### Cell area per tile

(3 px per um) The die is cut into 11 by 7 equal tiles; black is low, pale yellow is high, 0 to 100% covered.
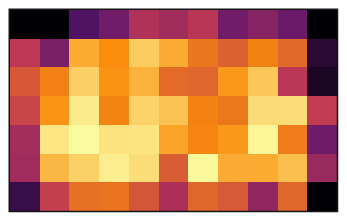
### Cells colored by class

(4 px per um) Fill, decap, tap and diode cells in gray.
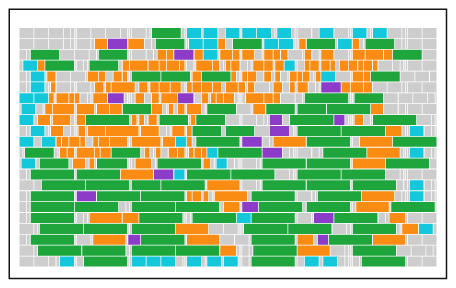
### Layout detail

Window x 42 to 67, y 21 to 46 um. Cells in gray, sequential cells in the stronger gray; small squares are vias.
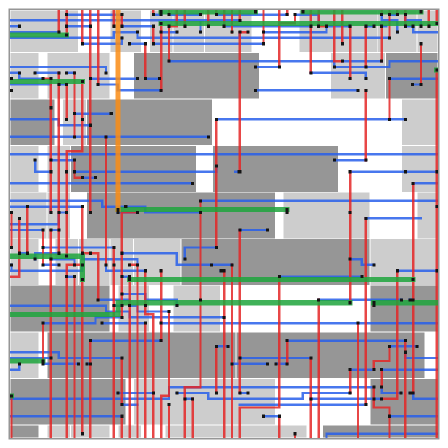
### The clock network

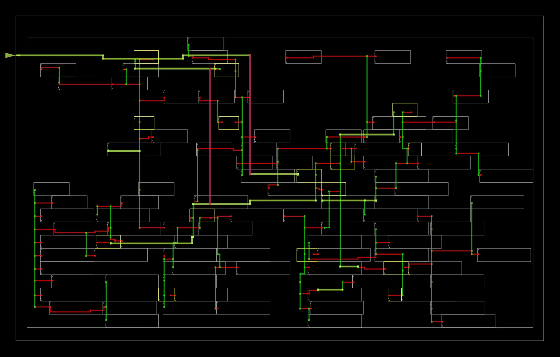
### Clock wires, drivers and flops

(6 px per um)
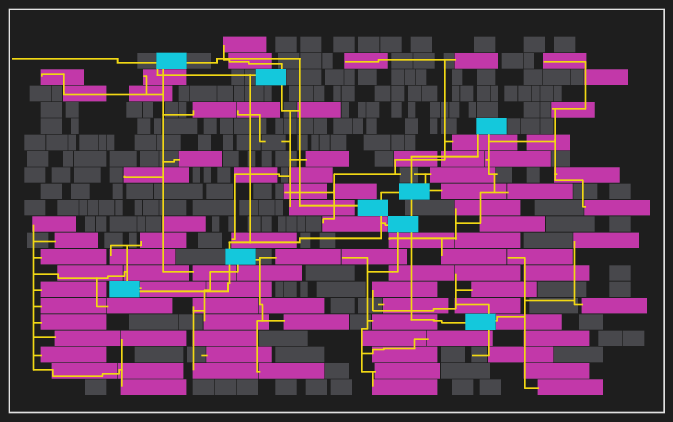
**config.mk**
```make
export PLATFORM = sky130hd
export DESIGN_NAME = axis_nb_to_axis_fifo_flat
export DESIGN_NICKNAME = d
export VERILOG_FILES = /design/src/rtl/axis_pkg.sv /design/src/rtl/axis_if.sv /design/src/rtl/axis_nb_if.sv /design/src/rtl/axis_fifo_mem.sv /design/src/rtl/axis_if_master_checker.sv /design/src/rtl/axis_nb_to_axis_fifo.sv /design/src/flat_wrapper.sv
export SDC_FILE = /design/constraint.sdc
export NUM_CORES = 1
export LEC_CHECK = 0
export CAP_MARGIN = 20
export CORE_ASPECT_RATIO = 0.6
export CORE_MARGIN = 2
export CORE_UTILIZATION = 60
export DETAILED_ROUTE_END_ITERATION = 16
export PLACE_DENSITY = 0.9
export SLEW_MARGIN = 25
export SYNTH_ARGS = -nofsm -noshare
export SYNTH_HDL_FRONTEND = slang
export SYNTH_SLANG_ARGS = --single-unit
```
**constraint.sdc**
```tcl
create_clock -name clk -period 4.78 [get_ports clk]
set_input_delay 0.478 -clock clk [delete_from_list [all_inputs] [get_ports clk]]
set_output_delay 0.478 -clock clk [all_outputs]
set_load 0.05 [all_outputs]
```
**src/rtl/axis_pkg.sv**
```systemverilog
// Shared helpers for the AXI-stream style blocks: pointer/level width
// derivation and a saturating increment for statistics counters.
package axis_pkg;

  // Index width for a power-of-two DEPTH (one bit per address line).
  function automatic int idx_w(input int depth);
    return (depth > 1) ? $clog2(depth) : 1;
  endfunction

  // Pointer width: index plus one wrap bit to tell full from empty.
  function automatic int ptr_w(input int depth);
    return idx_w(depth) + 1;
  endfunction

  // Width needed to hold any occupancy from 0 up to and including DEPTH.
  function automatic int level_w(input int depth);
    return $clog2(depth + 1);
  endfunction

  // Increment v, holding at the all-ones value of a w-bit counter (w <= 32).
  function automatic logic [31:0] sat_inc(input logic [31:0] v, input int unsigned w);
    logic [31:0] max_v;
    max_v = (w >= 32) ? '1 : ((32'd1 << w) - 32'd1);
    return (v >= max_v) ? max_v : v + 32'd1;
  endfunction

endpackage

```
**src/rtl/axis_if.sv**
```systemverilog
// Backpressured ready/valid stream; a beat moves when valid and ready are
// both high at a rising clock edge.
interface axis_if #(
  parameter type data_t = logic [7:0]
) ();
  logic  valid;
  logic  ready;
  data_t data;

  modport master (output valid, output data, input  ready);
  modport slave  (input  valid, input  data, output ready);
endinterface

```
**src/rtl/axis_nb_if.sv**
```systemverilog
// Non-blocking stream: the producer asserts valid whenever it has a beat and
// cannot be held off, so there is no ready.
interface axis_nb_if #(
  parameter type data_t = logic [7:0]
) ();
  logic  valid;
  data_t data;

  modport master (output valid, output data);
  modport slave  (input  valid, input  data);
endinterface

```
**src/rtl/axis_fifo_mem.sv**
```systemverilog
// DEPTH x data_t flop array: one synchronous write port, one combinational
// read port.
module axis_fifo_mem
  import axis_pkg::*;
#(
  parameter type data_t = logic [7:0],
  parameter int  DEPTH  = 8
) (
  input  logic                    clk,
  input  logic                    we,
  input  logic [idx_w(DEPTH)-1:0] waddr,
  input  data_t                   wdata,
  input  logic [idx_w(DEPTH)-1:0] raddr,
  output data_t                   rdata
);

  data_t mem [DEPTH];

  // Store the incoming beat at the write index.
  // NOTE: storage has no reset; the pointers alone decide which entries are
  // meaningful, so clearing the array would only cost reset fan-out.
  always_ff @(posedge clk) begin
    if (we) begin
      mem[waddr] <= wdata;
    end
  end

  assign rdata = mem[raddr];

endmodule

```
**src/rtl/axis_if_master_checker.sv**
```systemverilog
// Simulation/formal-only protocol checker for the master side of axis_if:
// valid is low in reset, and a stalled beat keeps valid and data stable.
module axis_if_master_checker #(
  parameter type data_t = logic [7:0]
) (
  input logic  clk,
  input logic  rst,
  input logic  valid,
  input logic  ready,
  input data_t data
);

  logic  prev_valid;
  logic  prev_ready;
  logic  prev_rst;
  data_t prev_data;

  // Remember the previous cycle's handshake state for the stability check.
  always_ff @(posedge clk) begin
    prev_valid <= valid;
    prev_ready <= ready;
    prev_rst   <= rst;
    prev_data  <= data;
  end

  // A beat offered without ready must still be offered, unchanged, next cycle.
  always_ff @(posedge clk) begin
    if (rst) begin
      assert (!valid);
    end else if (!prev_rst && prev_valid && !prev_ready) begin
      assert (valid);
      assert (data == prev_data);
    end
  end

endmodule

```
**src/rtl/axis_nb_to_axis_fifo.sv**
```systemverilog
// Bridges a non-blocking producer onto a backpressured stream through a
// DEPTH-entry FIFO. Beats arriving while full (and not draining) are dropped
// and counted.
module axis_nb_to_axis_fifo
  import axis_pkg::*;
#(
  parameter type data_t = logic [7:0],
  parameter int  DEPTH  = 8,
  parameter int  CNT_W  = 16
) (
  input  logic                      clk,
  input  logic                      rst,
  axis_nb_if.slave                  in,
  axis_if.master                    out,
  output logic [level_w(DEPTH)-1:0] level,
  output logic                      overflow,
  output logic [CNT_W-1:0]          drop_count,
  input  logic                      clear_stats
);

  localparam int IDX_W = idx_w(DEPTH);
  localparam int PTR_W = ptr_w(DEPTH);
  localparam int LVL_W = level_w(DEPTH);

  logic [PTR_W-1:0] wr_ptr;
  logic [PTR_W-1:0] rd_ptr;
  logic             empty;
  logic             full;
  logic             pop;
  logic             push;
  logic             drop;
  data_t            rd_data;

  // Occupancy status and the per-cycle transfer decisions.
  // NOTE: every signal gets a value on every path through this block so no
  // latch can be inferred.
  always_comb begin
    empty = (wr_ptr == rd_ptr);
    full  = (wr_ptr[IDX_W-1:0] == rd_ptr[IDX_W-1:0]) &&
            (wr_ptr[PTR_W-1] != rd_ptr[PTR_W-1]);
    pop   = !rst && !empty && out.ready;
    push  = !rst && in.valid && (!full || pop);
    drop  = !rst && in.valid && full && !pop;
  end

  // Gated by rst so valid is low for the whole reset cycle, even before the
  // pointers have been cleared at its edge.
  assign out.valid = !empty && !rst;
  assign out.data  = rd_data;
  assign level     = LVL_W'(wr_ptr - rd_ptr);

  // Advance the pointers on accepted pushes and pops.
  // NOTE: state updates use non-blocking assignments so every flop samples
  // the pre-edge values regardless of statement order.
  always_ff @(posedge clk) begin
    if (rst) begin
      wr_ptr <= '0;
      rd_ptr <= '0;
    end else begin
      if (push) wr_ptr <= wr_ptr + PTR_W'(1);
      if (pop)  rd_ptr <= rd_ptr + PTR_W'(1);
    end
  end

  // Drop statistics; a clear restarts the count but still records a
  // coincident drop.
  always_ff @(posedge clk) begin
    if (rst) begin
      overflow   <= 1'b0;
      drop_count <= '0;
    end else if (clear_stats) begin
      overflow   <= drop;
      drop_count <= drop ? CNT_W'(1) : '0;
    end else if (drop) begin
      overflow   <= 1'b1;
      drop_count <= CNT_W'(sat_inc(32'(drop_count), CNT_W));
    end
  end

  axis_fifo_mem #(
    .data_t (data_t),
    .DEPTH  (DEPTH)
  ) u_mem (
    .clk   (clk),
    .we    (push),
    .waddr (wr_ptr[IDX_W-1:0]),
    .wdata (in.data),
    .raddr (rd_ptr[IDX_W-1:0]),
    .rdata (rd_data)
  );

`ifndef SYNTHESIS
  axis_if_master_checker #(
    .data_t (data_t)
  ) u_out_chk (
    .clk   (clk),
    .rst   (rst),
    .valid (out.valid),
    .ready (out.ready),
    .data  (out.data)
  );
`endif

endmodule

```
**src/flat_wrapper.sv**
```systemverilog
// flat-port wrapper written by rule: the top's interface ports become plain ports
module axis_nb_to_axis_fifo_flat import axis_pkg::*;
#(
  parameter type data_t = logic [7:0],
  parameter int  DEPTH  = 8,
  parameter int  CNT_W  = 16
)
  (clk, rst, level, overflow, drop_count, clear_stats, in_valid, in_data, out_valid, out_data, out_ready);
  axis_nb_if #(.data_t(data_t)) in_i ();
  axis_if #(.data_t(data_t)) out_i ();
  input  logic clk;
  input  logic rst;
  output logic [level_w(DEPTH)-1:0] level;
  output logic overflow;
  output logic [CNT_W-1:0] drop_count;
  input  logic clear_stats;
  input wire logic [$bits(in_i.valid)-1:0] in_valid;
  input wire logic [$bits(in_i.data)-1:0] in_data;
  output wire logic [$bits(out_i.valid)-1:0] out_valid;
  output wire logic [$bits(out_i.data)-1:0] out_data;
  input wire logic [$bits(out_i.ready)-1:0] out_ready;
  assign in_i.valid = in_valid;
  assign in_i.data = in_data;
  assign out_valid = out_i.valid;
  assign out_data = out_i.data;
  assign out_i.ready = out_ready;
  axis_nb_to_axis_fifo #(.data_t(data_t), .DEPTH(DEPTH), .CNT_W(CNT_W)) u_core (.clk(clk), .rst(rst), .in(in_i), .out(out_i), .level(level), .overflow(overflow), .drop_count(drop_count), .clear_stats(clear_stats));
endmodule
```
==> flow_summary_export.csv <==
group,metric,value,unit
final_layout,inv_count,12,
cts,post-cts-setup-buffers,0,
final_layout,registers.top_by_ff_count,"u_core.u_mem.mem",
synthesis,post_synth_num_cell_types,48,
synthesis,top_cell_area_share,48.50,%
final_layout,design.seq.count,92,
sta,timing_worst_slew_pin_value,1.003,ns
sta,timing.setup.tns,0,ns
final_layout,largest_register_ff_count,64,
status,result_of_the_run,"completed",
final_layout,utilization,74.47,%
floorplanning,fp-row-count,22,
sta,relSlewSlack,32.90,%
min_path,worstHoldStart,"u_core.overflow",
synthesis,yosys-top-cells-area,"edfxtp_1 (49%), dfxtp_1 (14%), mux4_2 (9.1%)",
route,drt_first_iter_violations,263,
global_route,use_met2,34.55,%
final_layout,antenna_fix_cells,0,
global_route,grt_pass1_wl,13080,um
global_route,grt_antenna_before_repair,0,
synthesis,edf_count,64,
final_layout,fin_area,0.004653,mm2
worst_setup_path,internal_reg_to_reg_setup_slack,2.02,ns
cts,clockRootBuffer,"clkbuf_8",
synthesis,yosys.stat.seqShare,62.65,%
floorplanning,tap_cells,84,
route,drc_errors,0,
final_layout,nets,342,
sta,maxSlewViolCount,0,
synthesis,largest_area_cell,"edfxtp_1",
final_layout,layout.clock.cell_area_share,4.087,%
placement,pre_cts_ws,1.623,ns
floorplanning,design.die.area,0.007292,mm2
final_layout,nMultiInputCombCells,160,
global_route,first_global_vias,2436,
worst_setup_path,rr_worst_depth,5,
route,routed_wire_length_per_instance,19.60,um
worst_setup_path,cp-start-kind,"flip-flop",
sta,grt_setup_unrepaired,"false",
sta,fmaxAchievable,321.9,MHz
synthesis,ys_cells,276,
worst_setup_path,required,4.30,ns
pwr,cellLeakagePower,1.452,nW
worst_setup_path,timing.critical_path.to,"out_data[2]",
final_layout,layout.nonclk_buf_share,9.841,%
floorplanning,chipWidth,108.9,um
pwr,pwr_density_cell,340.4,mW/mm2
pwr,maximum_ir_drop_on_the_vdd_rail,0.2551,mV
synthesis,yosys-top-cells-count,"edfxtp_1 (64), dfxtp_1 (28), mux4_2 (16), nor2_1 (16), nor3_1 (14)",
final_layout,final.fill_count,387,
global_route,grt_usage,25.08,%
worst_setup_path,critical_path_depth,3,
worst_setup_path,worstPathBufferInverterCount,1,
global_route,grt_overflow,0,
sta,setup_viol,0,
worst_setup_path,crit_chain,"mux4_2 > mux2_2 > clkdlybuf4s50_1",
route,first_pass_iters,4,
global_route,grtUsageMet3,6.164,%
synthesis,synth_area,0.003963,mm2
route,route.top_layer_used,"met4",
placement,numPortBuffers,42,
sta,finalHoldViolCount,0,
worst_setup_path,slowest_delay,0.70,ns
run,timing.max_cap.violations,0,
final_layout,layout.cells.most_common,"edfxtp_1",
worst_setup_path,critical_path.reg2reg.endpoint,"u_core.u_mem.mem[4][7]",
synthesis,async_reset_ff_share,0,%
sta,min_period_over_period,64.99,%
placement,dpl_cell_area,0.004462,mm2
run,number_of_warnings_the_tools_reported,26,
synthesis,yosysChipArea,0.003963,mm2
final_layout,area.share.combinational,29.47,%
final_layout,drive_gt1_share,17.13,%
floorplanning,core-area,0.006248,mm2
synthesis,fp_nets,296,
worst_setup_path,timing.critical_path.arrival,2.63,ns
Notes on 'Cell area per tile' above:
39% of the tiles are over 75% full. 5.2% of the tiles are nearly empty. The fullest tile reaches 99%.

Notes on 'Cells colored by class' above:
clock drivers and dummy loads: marked purple, cells 16. sequential cells: marked green, cells 92. combinational and other logic: marked orange, cells 172. remaining buffers and delay cells: marked cyan, cells 47.

Notes on 'Layout detail' above:
metal 3: marked green. metal 4: marked orange. metal 1: marked blue. metal 2: marked red.
Most frequent: nor3_1 (6), edfxtp_1 (6). Netlist names of flops here include `u_core.u_mem.mem` (6), `u_core.drop_count` (2), `u_core.wr_ptr` (2). Sequential cells in the window: 10. 38 logic cells have their middle in the window.

Notes on 'The clock network' above:
Clock buffer cells: 9
number of buffers added by the clock tree synthesis step: 9
latest clock arrival within the worst-skew pair: 0.36 ns
TritonCTS sink count: 92

Notes on 'Clock wires, drivers and flops' above:
clock drivers: marked cyan, count 9. flip-flops: marked magenta, count 92. clock wires: marked yellow, length 918 um.
There are 10 routed clock nets.

cell families (layout without fill, tap and decap cells):
family	Yosys count	in the layout	synth area share, %
AOI/OAI and AO/OA	40	40	7.767
xor gates and xnor gates	9	9	2.179
adders and majority gates	7	7	2.400
buffers and inverters	24	75	2.747
DFF	92	92	62.65
muxes	25	25	11.62
and+or+nand+nor	79	79	10.64
stage by stage:
stage          cells  total power, mW  hold slack [ns]
2_1_floorplan    276            1.037           0.5297
3_3_place_gp     395            1.100           0.4610
3_5_place_dp     395            1.106           0.4694
4_1_cts          411            1.597           0.4880
5_1_grt          411            1.646           0.5209
6_report         411            1.584           0.4848
where the power goes:
| part | internal, mW | switching, mW |
|---|---|---|
| combinational | 0.0877 | 0.119 |
| clock | 0.203 | 0.292 |
| sequential | 0.863 | 0.0185 |
No activity file was given, so power comes from the tool's default toggle rates.
